Fig. 1: run 1, sequential cells coloured by netlist name
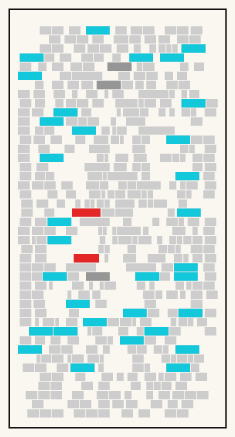
Fig. 2: run 1, cell classes on the final placement
The bar under the picture is 20 um long.
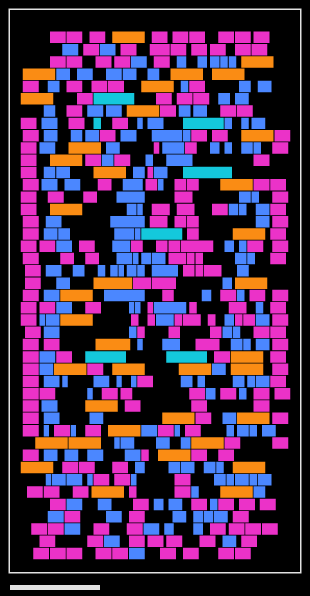
Fig. 3: run 1, clock wires, drivers and flops
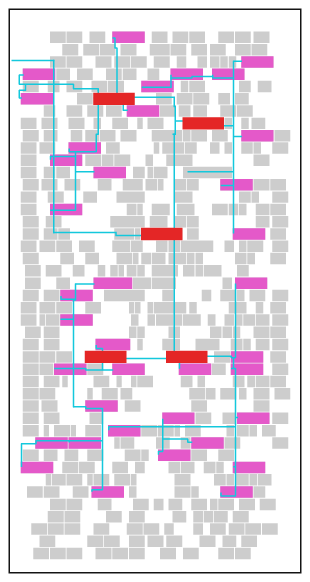
===== src/rtl/arb_mux_if.sv =====
`default_nettype none
// ============================================================================
//  Module      : arb_mux_if
//  Description : Handshake bundle for the arbitrating multiplexer. Carries the
//                CH request channels (valid/ready/data) on the input side and
//                the single registered output beat (valid/ready/data/sel).
//                slave  = arbiter view, master = producer/consumer view.
//  Revision    : 1.0  initial release
// ============================================================================
interface arb_mux_if #(
  parameter int N  = 32,
  parameter int CH = 4
);

  // Select width is derived from the channel count; a single channel still
  // gets a one-bit select so the port never collapses to zero width.
  localparam int SW = (CH > 1) ? $clog2(CH) : 1;

  // Request side: one valid/ready pair per channel, data flattened by channel
  logic [CH-1:0]   in_valid;
  logic [CH-1:0]   in_ready;
  logic [CH*N-1:0] in_data;

  // Consumer side: registered winning beat
  logic            out_valid;
  logic            out_ready;
  logic [N-1:0]    out_data;
  logic [SW-1:0]   out_sel;

  modport slave (
    input  in_valid,
    input  in_data,
    output in_ready,
    output out_valid,
    output out_data,
    output out_sel,
    input  out_ready
  );

  modport master (
    output in_valid,
    output in_data,
    input  in_ready,
    input  out_valid,
    input  out_data,
    input  out_sel,
    output out_ready
  );

endinterface : arb_mux_if
`default_nettype wire


===== src/rtl/arb_mux.sv =====
`default_nettype none
// ============================================================================
//  Module      : arb_mux
//  Description : Registered CH-way arbitrating multiplexer. Picks one valid
//                request per cycle (round-robin or fixed lowest-index
//                priority), accepts it into a single output register and
//                presents it with the index of the channel that supplied it.
//                Sustains one beat per cycle when the consumer drains and the
//                register refills on the same edge.
//  Revision    : 1.0  initial release
// ============================================================================
module arb_mux #(
  parameter int N  = 32,
  parameter int CH = 4,
  parameter int RR = 1
) (
  input  wire logic clk,
  input  wire logic rst,
  arb_mux_if.slave  bus
);

  localparam int            SW       = (CH > 1) ? $clog2(CH) : 1;
  // Reset value of the round-robin pointer: the highest index, so the search
  // after reset starts at channel 0.
  localparam logic [SW-1:0] LAST_IDX = SW'(CH - 1);

  // --------------------------------------------------------------------------
  // Rotating priority search: scan CH positions beginning at 'start',
  // wrapping past CH-1 back to 0, and return {found, index} of the first
  // asserted request. Wrap is done by subtraction so non-power-of-two channel
  // counts never index past the last channel.
  // --------------------------------------------------------------------------
  function automatic logic [SW:0] find_grant(input logic [CH-1:0] valid,
                                             input logic [SW-1:0] start);
    logic          found;
    logic [SW-1:0] idx;
    int            cand;
    found = 1'b0;
    idx   = '0;
    cand  = 0;
    for (int i = 0; i < CH; i++) begin
      cand = int'(start) + i;
      if (cand >= CH) begin
        cand = cand - CH;
      end
      if (!found && valid[cand]) begin
        found = 1'b1;
        idx   = SW'(cand);
      end
    end
    return {found, idx};
  endfunction

  // --------------------------------------------------------------------------
  // State
  // --------------------------------------------------------------------------
  logic          out_valid_q, out_valid_d;
  logic [N-1:0]  out_data_q,  out_data_d;
  logic [SW-1:0] out_sel_q,   out_sel_d;
  logic [SW-1:0] last_q,      last_d;

  // --------------------------------------------------------------------------
  // Arbitration datapath
  // --------------------------------------------------------------------------
  logic          load;          // output register can take a beat this cycle
  logic [SW-1:0] start_idx;     // first channel examined by the search
  logic          grant_found;   // at least one channel is requesting
  logic [SW-1:0] grant_idx;     // winning channel
  logic          take;          // input transfer happens on the next edge
  logic [N-1:0]  grant_data;    // data of the winning channel

  // The register is free when empty or when its current beat leaves now.
  assign load = !out_valid_q || bus.out_ready;

  // Round-robin starts one past the last accepted channel; fixed priority
  // always starts at channel 0.
  always_comb begin
    start_idx = '0;
    if (RR != 0) begin
      start_idx = (last_q == LAST_IDX) ? '0 : last_q + 1'b1;
    end
  end

  // Winner selection depends only on requests and the pointer, never on data.
  always_comb begin
    {grant_found, grant_idx} = find_grant(bus.in_valid, start_idx);
  end

  // Reset blocks acceptance so nothing is handshaken while state is cleared.
  assign take       = grant_found && load && !rst;
  assign grant_data = bus.in_data[int'(grant_idx)*N +: N];

  // One-hot ready towards the winner only; a non-requesting channel can never
  // be the winner, so it never sees ready.
  for (genvar k = 0; k < CH; k++) begin : g_ready
    assign bus.in_ready[k] = take && (grant_idx == SW'(k));
  end

  // Next-state: a fill always wins over a drain, which keeps out_valid high
  // across back-to-back beats; a drain with no fill empties the register.
  // A stall (valid and not ready) leaves everything, pointer included, as is.
  always_comb begin
    out_valid_d = out_valid_q;
    out_data_d  = out_data_q;
    out_sel_d   = out_sel_q;
    last_d      = last_q;
    if (take) begin
      out_valid_d = 1'b1;
      out_data_d  = grant_data;
      out_sel_d   = grant_idx;
      if (RR != 0) begin
        last_d = grant_idx;
      end
    end else if (out_valid_q && bus.out_ready) begin
      out_valid_d = 1'b0;
    end
  end

  // Output register and pointer; reset discards any pending beat.
  always_ff @(posedge clk) begin
    if (rst) begin
      out_valid_q <= 1'b0;
      out_data_q  <= '0;
      out_sel_q   <= '0;
      last_q      <= LAST_IDX;
    end else begin
      out_valid_q <= out_valid_d;
      out_data_q  <= out_data_d;
      out_sel_q   <= out_sel_d;
      last_q      <= last_d;
    end
  end

  assign bus.out_valid = out_valid_q;
  assign bus.out_data  = out_data_q;
  assign bus.out_sel   = out_sel_q;

endmodule : arb_mux
`default_nettype wire


===== src/flat_wrapper.sv =====
// flat-port wrapper written by rule: the top's interface ports become plain ports
module arb_mux_flat 
#(
  parameter int N  = 32,
  parameter int CH = 4,
  parameter int RR = 1
)
  (clk, rst, bus_in_valid, bus_in_data, bus_in_ready, bus_out_valid, bus_out_data, bus_out_sel, bus_out_ready);
  arb_mux_if #(.N(N), .CH(CH)) bus_i ();
  input  wire logic clk;
  input  wire logic rst;
  input wire logic [$bits(bus_i.in_valid)-1:0] bus_in_valid;
  input wire logic [$bits(bus_i.in_data)-1:0] bus_in_data;
  output wire logic [$bits(bus_i.in_ready)-1:0] bus_in_ready;
  output wire logic [$bits(bus_i.out_valid)-1:0] bus_out_valid;
  output wire logic [$bits(bus_i.out_data)-1:0] bus_out_data;
  output wire logic [$bits(bus_i.out_sel)-1:0] bus_out_sel;
  input wire logic [$bits(bus_i.out_ready)-1:0] bus_out_ready;
  assign bus_i.in_valid = bus_in_valid;
  assign bus_i.in_data = bus_in_data;
  assign bus_in_ready = bus_i.in_ready;
  assign bus_out_valid = bus_i.out_valid;
  assign bus_out_data = bus_i.out_data;
  assign bus_out_sel = bus_i.out_sel;
  assign bus_i.out_ready = bus_out_ready;
  arb_mux #(.N(N), .CH(CH), .RR(RR)) u_core (.clk(clk), .rst(rst), .bus(bus_i));
endmodule

===== config.mk =====
export PLATFORM = sky130hd
export DESIGN_NAME = arb_mux_flat
export DESIGN_NICKNAME = d
export VERILOG_FILES = /design/src/rtl/arb_mux_if.sv /design/src/rtl/arb_mux.sv /design/src/flat_wrapper.sv
export SDC_FILE = /design/constraint.sdc
export NUM_CORES = 1
export LEC_CHECK = 0
export CORE_ASPECT_RATIO = 2
export CORE_MARGIN = 2
export CORE_UTILIZATION = 30
export DETAILED_ROUTE_END_ITERATION = 7
export GPL_TIMING_DRIVEN = 0
export PLACE_DENSITY_LB_ADDON = 0.15
export SYNTH_ARGS = -nofsm -noshare
export SYNTH_HDL_FRONTEND = slang
export SYNTH_SLANG_ARGS = --single-unit

===== constraint.sdc =====
create_clock -name clk -period 2.25 [get_ports clk]
set_input_delay 0.45 -clock clk [delete_from_list [all_inputs] [get_ports clk]]
set_output_delay 0.45 -clock clk [all_outputs]
set_load 0.01 [all_outputs]

==> changes_impl.md, run 1 <==
### Changed

* Synth cell count leaders: 37 x dfxtp_1, 36 x mux2i_1, 19 x a21oi_1
* TritonCTS clock tree: done
* DIE HEIGHT at around 120 um
* Hold buffers post-CTS at 0
* Placed insts at approximately 510
* Crit path top cell by count: buf_6
* Area Overhead vs Synth at 107%
* Tool warning count at 28
* Vias post-DR at roughly 2800
* Worst hold path stage count at 2
* DRT antenna net count at 0
* Setup TNS at -0.579 ns
* Synth Area per Inst at between 8 and 9 sq um
* Num CTS Buffers at 5
* Final Hold Slack at around 0.44 ns
* Hold Violations, Final at 0
* Nets at Floorplan at around 380
* Remaining global-route overflow at 0
* Synth area leader: dfxtp_1
* Cell Rows at around 43
* Non-clk invs at 1
* Max Slew Vio Count at 0
* Post-route cell area at roughly 4500 sq um
* Dominant class by area: buffers
* Post-layout power at 3.06 mW
* Flop area at 746 sq um
* Post-layout util at 0.643
* Worst vdd ir at between 0.0005 and 0.0006 V
* Clk root buf: clkbuf_16
* Cell count in the Yosys report at about 240
* Final WS setup at -0.191 ns
* Number of clock buffers in the layout at 5
* Critical path depth at 8
* Simple share at 0.190
* Pwr dens at around 700 nW/um^2
* #MultiIn Comb at about 180
* Failing checks: negative setup slack
* DRT met1 WL at roughly 3100 um
* Leakage at around 1.8 nW
* Top Layout Cells: 164 x clkdlybuf4s50_1, 36 x mux2i_1, 35 x dfxtp_1
* Post-Layout Cell Count at between 500 and 600
* Max Used Layer: met4
* CP Cell Sequence: ha_4 -> or4_4 -> a31oi_4 -> buf_6 -> buf_6 -> buf_8 -> nor2_2 -> buf_2
* Most instantiated logic cell after routing: clkdlybuf4s50_1
* Mux share at 0.166
* FFs & Latches at 37
* Req. time, crit path at between 1.5 and 2 ns
* Kind of critical path: flop to output port
* Crit path launch type: flop
* Sink Count at 37
* Die X at about 64 um
* Drt drc at 0
* Post-DP HPWL at slightly below 7000 um
* Postcts setup bufs at 17
* FF-to-FF End: u_core.bus.out_data[21]$_SDFFE_PP0P_
* Cells after Synth at about 240
* Reg2reg start: u_core.last_q[0]$_SDFFE_PP1P_
* Buf/Inv on CP at 4
* Final Setup Violations at 4
* Synth flops at 37
* Worst R2R Path Depth at 8
* Status: finished, violations left
* H-tree depth at 2
* Number of port buffers at about 170
* Aoi share at 0.248
* First-pass detailed-route iteration total at 4
* Routed wire length at 9120 um
* Seq area share at 0.166
* Fin crit share at 1.08
* DR iter-0 viols at approximately 120
* Yosys warning count at 0
* Worst-margin pin slew at 0.487 ns
* Fp_density at 0.311
* Ports at between 150 and 200
* Routed wl met2 at 5340 um
* Global-route wire length before repair at about 15000 um
* Comb/total area at 0.321
* Top non-seq family: AND-OR/OR-AND gates
* Clk_skew at 0.00481 ns
* Crit path DAT at between 1.5 and 2 ns
* Post-Syn Area at approximately 2200 sq um
* Largest net degree at the start of global routing at 12
* Gate Area at 1440 sq um
* Max Fclk at roughly 410 MHz
* Crit. End Element: output port
* Crit path from: u_core.last_q[0]$_SDFFE_PP1P_
* Fill count at 625
* ClkCell Share at 0.0356
* Resized Gates After CTS at ~57
* Chip Area, Yosys at ~2200 sq um
* Vias in the first global route at ~2900
* Max-cap violations at 0
* Area of the core at between 6000 and 7000 sq um
* Delay-heaviest family, CP: simple AND/OR/NAND/NOR gates
* Dpl ws at -1.45 ns
* Library cells used by synthesis at 32
* Max incr delay on CP at about 0.44 ns
* Latency at later pin at about 0.28 ns
* Non-clock buffers at between 200 and 250
* Flip-flops with a built-in enable at 0
* R2R setup slack at about 0.01 ns
* Area after DPL at 4040 sq um
* Crit-path max FO at 4
* Seq share, synth at 0.341
* Hold worst-path end: u_core.bus.out_sel[1]$_SDFFE_PP0P_
* Area leader share at 0.341
* Hold crit path type: flop to flop
* GPL Wtd Cong at approximately 0.8
* Ys flop type: dfxtp_1
* Slowest-stage cell, CP: or4_4
* Metal3 WL at ~440 um
* GRT Overall Usage at 0.234
* Nets at 576
* Clk pin slew, worst setup/hold paths at 0.06 ns
* Cell area leaders: dfxtp_1 34%, mux2i_1 17%, o221ai_1 6.9%, a32oi_1 6.0%, o211ai_1 5.2%
* Worst Setup EP: bus_in_ready[1]
* Synth Area in XOR/XNOR at 0
* CTS Buffer Depth at 2
* Async SR Flop Fraction at 0
* Total die area at roughly 8000 sq um
* Yosys top cell by instances: dfxtp_1
* Share of post-route cells with drive strength above 1 at 0.161
* Initial antenna violation count at 0
* Via density per instance at around 5.2
* Hold_sp: u_core.bus.out_sel[1]$_SDFFE_PP0P_
* WL/cell at ~17 um
* Final min period at 2.44 ns
* Adder share at 0.00576
* RSZ-0062 raised after global routing: true
* Relative slew margins at 0.671
* Tap cell count at approximately 90
* Non-clock buffer share at 0.452
* Diodes inserted at 0
-- Fig. 1 (at the start) --
[u_core.last_q] red | sequential cells: 2
[u_core.bus.out_data] cyan | sequential cells: 32 | where: all over the die
not coloured: 3

-- Fig. 2 (at the start) --
[remaining logic cells] blue | cells: 184 | share of their area: 33%
[clock drivers and dummy loads] cyan | cells: 7 | share of their area: 3.7%
[registers] orange | cells: 37 | share of their area: 17%
[remaining buffers and delay cells] magenta | cells: 212 | share of their area: 46%

-- Fig. 3 (at the start) --
[clock wires] cyan | length: 570 um
[clock-net drivers] red | count: 5
[flip-flops] magenta | count: 37
routed clock nets: 6
flops lie: all over the die

run 1: metal layers:
| metal | GRT usage | vias to the layer above |
|---|---|---|
| met5 | 0 | - |
| met4 | 0.0726 | 0 |
| met3 | 0.0407 | 15 |
| met2 | 0.464 | 115 |
| met1 | 0.234 | 1290 |
| li1 | - | 1344 |
run 1: power breakdown:
part	internal [mW]	switching, mW	total (mW)	leakage, nW
registers	0.789	0.0693	0.858	0.307
clock network	0.515	0.274	0.789	0.0797
logic	0.818	0.597	1.42	1.42
run 1: registers in the layout, summed over array words and instances, names as in the netlist:
name                  cells
u_core.bus.out_data      32
u_core.bus.out_sel        2
u_core.last_q             2
u_core.bus.out_valid      1
run 1: cells by family after synthesis:
family          count (synthesis)
mux                            36
fa+ha+maj                       1
compound gates                 71
buf+inv                        23
flops                          37
simple gates                   75
Fig. 4: run 1, supply network
Pins as bars on the die edge. Tap cells in grey.
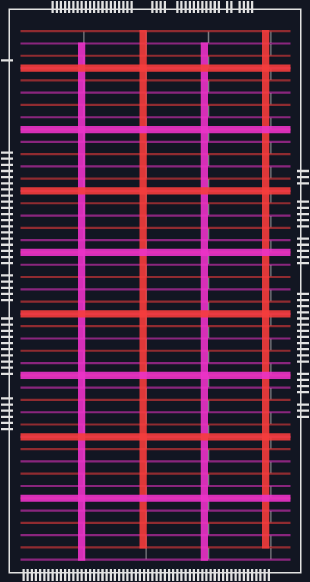

==> run 1 -> run 2 <==
--- a/config.mk
+++ b/config.mk
@@ -5,9 +5,11 @@
 export SDC_FILE = /design/constraint.sdc
 export NUM_CORES = 1
 export LEC_CHECK = 0
+export CELL_PAD_IN_SITES_DETAIL_PLACEMENT = 1
+export CELL_PAD_IN_SITES_GLOBAL_PLACEMENT = 1
 export CORE_ASPECT_RATIO = 2
 export CORE_MARGIN = 2
-export CORE_UTILIZATION = 30
+export CORE_UTILIZATION = 20
 export DETAILED_ROUTE_END_ITERATION = 7
 export GPL_TIMING_DRIVEN = 0
 export PLACE_DENSITY_LB_ADDON = 0.15
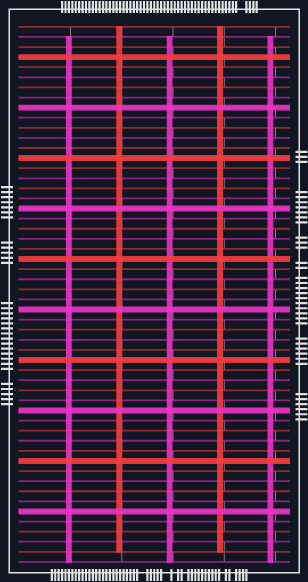
Fig. 5. Supply network (run 2).
Pins as bars on the die edge. Tap cells in grey.
[VDD] red
[VSS] magenta
tap cells: 137
met4 straps: 5
met1 rails: 54
met5 straps: 10
signal pins: 174

==> run 2 against run 1 <==
  * The run still ends with negative setup slack left
  * Combinational power is 7% higher
  * Maximum frequency is 0.35% higher
  * Sequential cell count stayed put
  * Worst hold slack better by 0.011 ns
  * Die area is 47% higher
  * Via count is 2.6% higher
  * Worst setup slack better by 0.0086 ns
  * Utilization is 20 points lower
  * Highest routed layer unchanged
==> changes_impl.md, run 2 <==
### Changed

* Crit path launch type: flop (unchanged)
* Status: finished, violations left (unchanged)
* GRT met2 Usage at 0.391 (was 0.464)
* Sink Count at 37 (unchanged)
* Busiest grt layer: met2 (unchanged)
* Max-cap violations at 0 (unchanged)
* Remaining global-route overflow at 0 (unchanged)
* Hold_sp: u_core.bus.out_sel[1]$_SDFFE_PP0P_ (unchanged)
* Cell area leaders: dfxtp_1 34%, mux2i_1 17%, o221ai_1 6.9%, a32oi_1 6.0%, o211ai_1 5.2% (unchanged)
* Mux share at 0.166 (unchanged)
* Area Overhead vs Synth at 116% (was 107%)
* Hold crit path type: flop to flop (unchanged)
* GR Layer Usage met1 at 0.164 (was 0.234)
* DRT met1 WL at 3500 um (was 3130 um)
* Cell count in the Yosys report at 243 (unchanged)
* Largest power group: combinational logic (unchanged)
* Area of the core at 10500 sq um (was 6990 sq um)
* Failing checks: negative setup slack (unchanged)
* Final Hold Slack at 0.453 ns (was 0.442 ns)
* Final Setup Violations at 4 (unchanged)
* Fin crit share at 1.08 (about the same)
* RSZ-0062 raised after global routing: true (unchanged)
* Postcts setup bufs at 21 (was 17)
* Flop area at 746 sq um (unchanged)
* Met3 GRT Util at 0.0262 (was 0.0407)
* Post-DP HPWL at 8450 um (was 6900 um)
* Number of port buffers at 173 (unchanged)
* Reg2reg start: u_core.last_q[0]$_SDFFE_PP1P_ (unchanged)
* Flip-flops with a built-in enable at 0 (unchanged)
* Seq power at 0.862 mW (was 0.858 mW)
* Max Slew Vio Count at 0 (unchanged)
* Top Layout Cells: 164 x clkdlybuf4s50_1, 35 x dfxtp_1, 33 x mux2i_1 (was 164 x clkdlybuf4s50_1, 36 x mux2i_1, 35 x dfxtp_1)
* Yosys top cell by instances: dfxtp_1 (unchanged)
* Die X at 77.7 um (was 64.2 um)
* Dpl ws at -1.69 ns (was -1.45 ns)
* Flop pwr share at 0.279 (was 0.280)
* Crit-path max FO at 4 (unchanged)
* Delay-heaviest family, CP: simple AND/OR/NAND/NOR gates (unchanged)
* Latency at later pin at 0.28 ns (about the same)
* Adder share at 0.00576 (unchanged)
* Final WS setup at -0.182 ns (was -0.191 ns)
* Final min period at 2.43 ns (was 2.44 ns)
* Hold buffers post-CTS at 0 (unchanged)
* Synth cell count leaders: 37 x dfxtp_1, 36 x mux2i_1, 19 x a21oi_1 (unchanged)
* Slowest-stage cell, CP: or4_4 (unchanged)
* Total die area at 11800 sq um (was 7980 sq um)
* First-pass detailed-route iteration total at 4 (unchanged)
* Seq share, synth at 0.341 (unchanged)
* CTS Buffer Depth at 2 (unchanged)
* Cell Rows at 53 (was 43)
* Hold Violations, Final at 0 (unchanged)
* Top non-seq family: AND-OR/OR-AND gates (unchanged)
* Nets at Floorplan at 379 (unchanged)
* Critical path depth at 7 (was 8)
* Resized Gates After CTS at 78 (was 57)
* Worst Setup EP: bus_in_ready[2] (was bus_in_ready[1])
* Max Fclk at 411 MHz (was 410 MHz)
* Chip Area, Yosys at 2170 sq um (unchanged)
* Post-route cell area at 4680 sq um (was 4500 sq um)
* Clk_skew at 0.00270 ns (was 0.00481 ns)
* DIE HEIGHT at 151 um (was 124 um)
* Max incr delay on CP at 0.45 ns (was 0.44 ns)
* FF-to-FF End: u_core.bus.out_data[30]$_SDFFE_PP0P_ (was u_core.bus.out_data[21]$_SDFFE_PP0P_)
* Worst R2R Path Depth at 7 (was 8)
* Synth flops at 37 (unchanged)
* Crit. End Element: output port (unchanged)
* Synth Area in XOR/XNOR at 0 (unchanged)
* Kind of critical path: flop to output port (unchanged)
* Yosys warning count at 0 (unchanged)
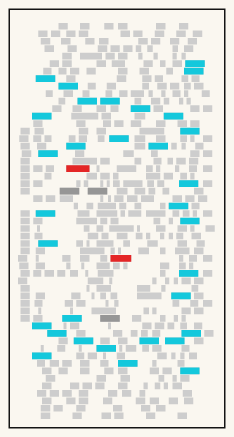
Fig. 6. Sequential cells coloured by netlist name (run 2).
[u_core.last_q] red | sequential cells: 2
[u_core.bus.out_data] cyan | sequential cells: 32 | where: all over the die
not coloured: 3

run 2: cell count changes in the layout (fill, tap and decap cells not counted), moves of 3 or more:
cell      delta
buf_4        +7
nor2_2       -3
buf_2        -3
nor2_4       +3
mux2i_1      -3
a21oi_2      -4
a21oi_1      +3
clkbuf_8     +3
run 2: final cells by class:
type                       count  area share
timing repair buffer         199       0.416
multi-input combinational    183       0.319
sequential                    37       0.159
buffer                        20      0.0387
tap                          137      0.0366
clock buffer                   7      0.0304
inverter                       1    0.000801
run 2: cell families (layout without fill, tap and decap cells):
kind of cell / count (synthesis) / in the layout
simple gates: 75 / 75
compound gates: 71 / 71
flops: 37 / 37
mux: 36 / 36
buf+inv: 23 / 227
fa+ha+maj: 1 / 1
Fig. 7: run 2, track usage over the die
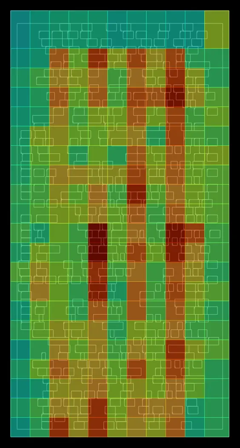

==> run 2 -> run 3 <==
--- a/config.mk
+++ b/config.mk
@@ -9,10 +9,12 @@
 export CELL_PAD_IN_SITES_GLOBAL_PLACEMENT = 1
 export CORE_ASPECT_RATIO = 2
 export CORE_MARGIN = 2
-export CORE_UTILIZATION = 20
+export CORE_UTILIZATION = 21
+export CTS_BUF_LIST = sky130_fd_sc_hd__clkbuf_2
 export DETAILED_ROUTE_END_ITERATION = 7
 export GPL_TIMING_DRIVEN = 0
 export PLACE_DENSITY_LB_ADDON = 0.15
 export SYNTH_ARGS = -nofsm -noshare
 export SYNTH_HDL_FRONTEND = slang
 export SYNTH_SLANG_ARGS = --single-unit
+export TNS_END_PERCENT = 100
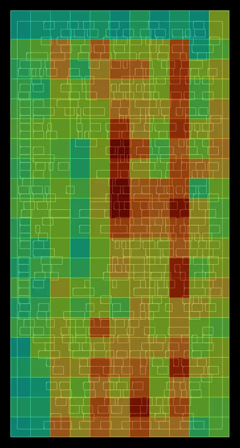
Fig. 8. Track usage over the die (run 3).
post-layout util: 0.460
GRT met2 Usage: 0.400
met3 GRT Util: 0.0397
GRT Overall Usage: 0.193

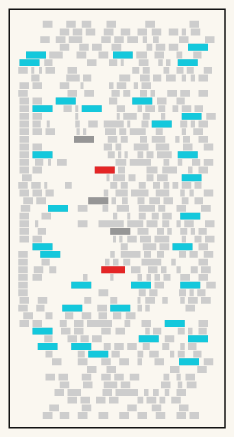
Fig. 9. Sequential cells coloured by netlist name (run 3).
[u_core.bus.out_data] cyan | sequential cells: 32 | where: all over the die
[u_core.last_q] red | sequential cells: 2

==> run 3 against run 2 <==
  * The run still ends with negative setup slack left
  * Maximum frequency fell by 13%
  * Power shrank 10%
  * Utilization increased by 1.6 points
  * First-iteration DRC count increased by 100%
  * Sequential power decreased by 0.7%
  * Critical endpoint is now bus_in_ready[0]
  * Largest cell class unchanged
==> changes_impl.md, run 3 <==
### Changed

* Fin crit share at 1.24 (was 1.08)
* Req. time, crit path at 1.80 ns (about the same)
* Number of flip-flops in the largest register at 32 (unchanged)
* RSZ-0062 raised after global routing: true (unchanged)
* Fill count at 1142 (was 1214)
* Clk pin slew, worst setup/hold paths at 0.19 ns (was 0.06 ns)
* Max Fclk at 360 MHz (was 411 MHz)
* Relative slew margins at 0.666 (was 0.645)
* GR Layer Usage met1 at 0.175 (was 0.164)
* Max Slew Vio Count at 0 (unchanged)
* Top Layout Cells: 166 x clkdlybuf4s50_1, 36 x dfxtp_1, 30 x mux2i_1, 30 x buf_4, 18 x a21oi_1 (was 164 x clkdlybuf4s50_1, 35 x dfxtp_1, 33 x mux2i_1)
* Non-clk invs at 1 (unchanged)
* Crit path DAT at 2.33 ns (was 1.98 ns)
* Worst R2R Path Depth at 11 (was 7)
* Drt drc at 0 (unchanged)
* Largest net degree at the start of global routing at 12 (was 11)
* Clock power share at 0.114 (was 0.229)
* Setup TNS at -4.67 ns (was -0.536 ns)
* Seq power at 0.856 mW (was 0.862 mW)
* Busiest grt layer: met2 (unchanged)
* Nets at Floorplan at 379 (unchanged)
* #MultiIn Comb at 183 (unchanged)
* Post-DP HPWL at 8250 um (was 8450 um)
* Final WS setup at -0.531 ns (was -0.182 ns)
* Clk root buf: clkbuf_2 (was clkbuf_16)
* Area Overhead vs Synth at 114% (was 116%)
* Combinational logic power at 1.60 mW (was 1.52 mW)
* Crit. End Element: output port (unchanged)
* FFs & Latches at 37 (unchanged)
* Yosys top cell by instances: dfxtp_1 (unchanged)
* Library cells used by synthesis at 32 (unchanged)
* Flop area at 744 sq um (was 746 sq um)
* Critical path depth at 8 (was 7)
* DIE HEIGHT at 148 um (was 151 um)
* Diodes inserted at 1 (was 0)
* Total die area at 11200 sq um (was 11800 sq um)
* Gate Area at 1490 sq um (about the same)
* Cell area leaders: dfxtp_1 34%, mux2i_1 17%, o221ai_1 6.9%, a32oi_1 6.0%, o211ai_1 5.2% (unchanged)
* Ys flop type: dfxtp_1 (unchanged)
* Clock Power at 0.316 mW (was 0.708 mW)
* Dominant class by area: buffers (unchanged)
* Hold buffers post-CTS at 0 (unchanged)
* Max incr delay on CP at 0.59 ns (was 0.45 ns)
* Number of clock buffers in the layout at 5 (was 7)
* Cell count in the Yosys report at 243 (unchanged)
* Post-layout power at 2.77 mW (was 3.09 mW)
* Latency at later pin at 0.42 ns (was 0.28 ns)
* Clk_skew at 0.0185 ns (was 0.00270 ns)
* Final min period at 2.78 ns (was 2.43 ns)
* Status: finished, violations left (unchanged)
* DR iter-0 viols at 98 (was 48)
* Post-route cell area at 4640 sq um (was 4680 sq um)
* WL/cell at 19.3 um (was 18.8 um)
* Most instantiated logic cell after routing: clkdlybuf4s50_1 (unchanged)
* Cells after Synth at 243 (unchanged)
* Postcts setup bufs at 25 (was 21)
* Crit-path max FO at 5 (was 4)
* Final Setup Violations at 19 (was 4)
* Failing checks: negative setup slack (unchanged)
* Max Used Layer: met4 (unchanged)
* Net Sw Frac at 0.358 (was 0.321)
* Global-route wire length before repair at 16900 um (was 16500 um)
* TritonCTS clock tree: done (unchanged)
* Via density per instance at 4.89 (was 4.86)
* Cell Rows at 52 (was 53)
* Worst hold path stage count at 2 (unchanged)
* Non-clock buffers at 225 (was 219)
* Async SR Flop Fraction at 0 (unchanged)
run 3: cells by family after synthesis:
group,after synthesis,synth area share
AND/OR/NAND/NOR,75,0.190
buffers and inverters,23,0.0495
flip-flops,37,0.341
AND-OR/OR-AND,71,0.248
adder cells (fa/ha/maj),1,0.00576
multiplexers,36,0.166
run 3: worst paths after layout:
path,start,end
worst min register to register,u_core.bus.out_sel[1]$_SDFFE_PP0P_,u_core.bus.out_sel[1]$_SDFFE_PP0P_
worst max register to register,u_core.bus.out_valid$_SDFFE_PP0P_,u_core.bus.out_data[1]$_SDFFE_PP0P_
worst max-delay path,bus_in_valid[1],bus_in_ready[0]
worst min-delay path,u_core.bus.out_sel[1]$_SDFFE_PP0P_,u_core.bus.out_sel[1]$_SDFFE_PP0P_
No activity file was given, so power comes from the tool's default toggle rates.
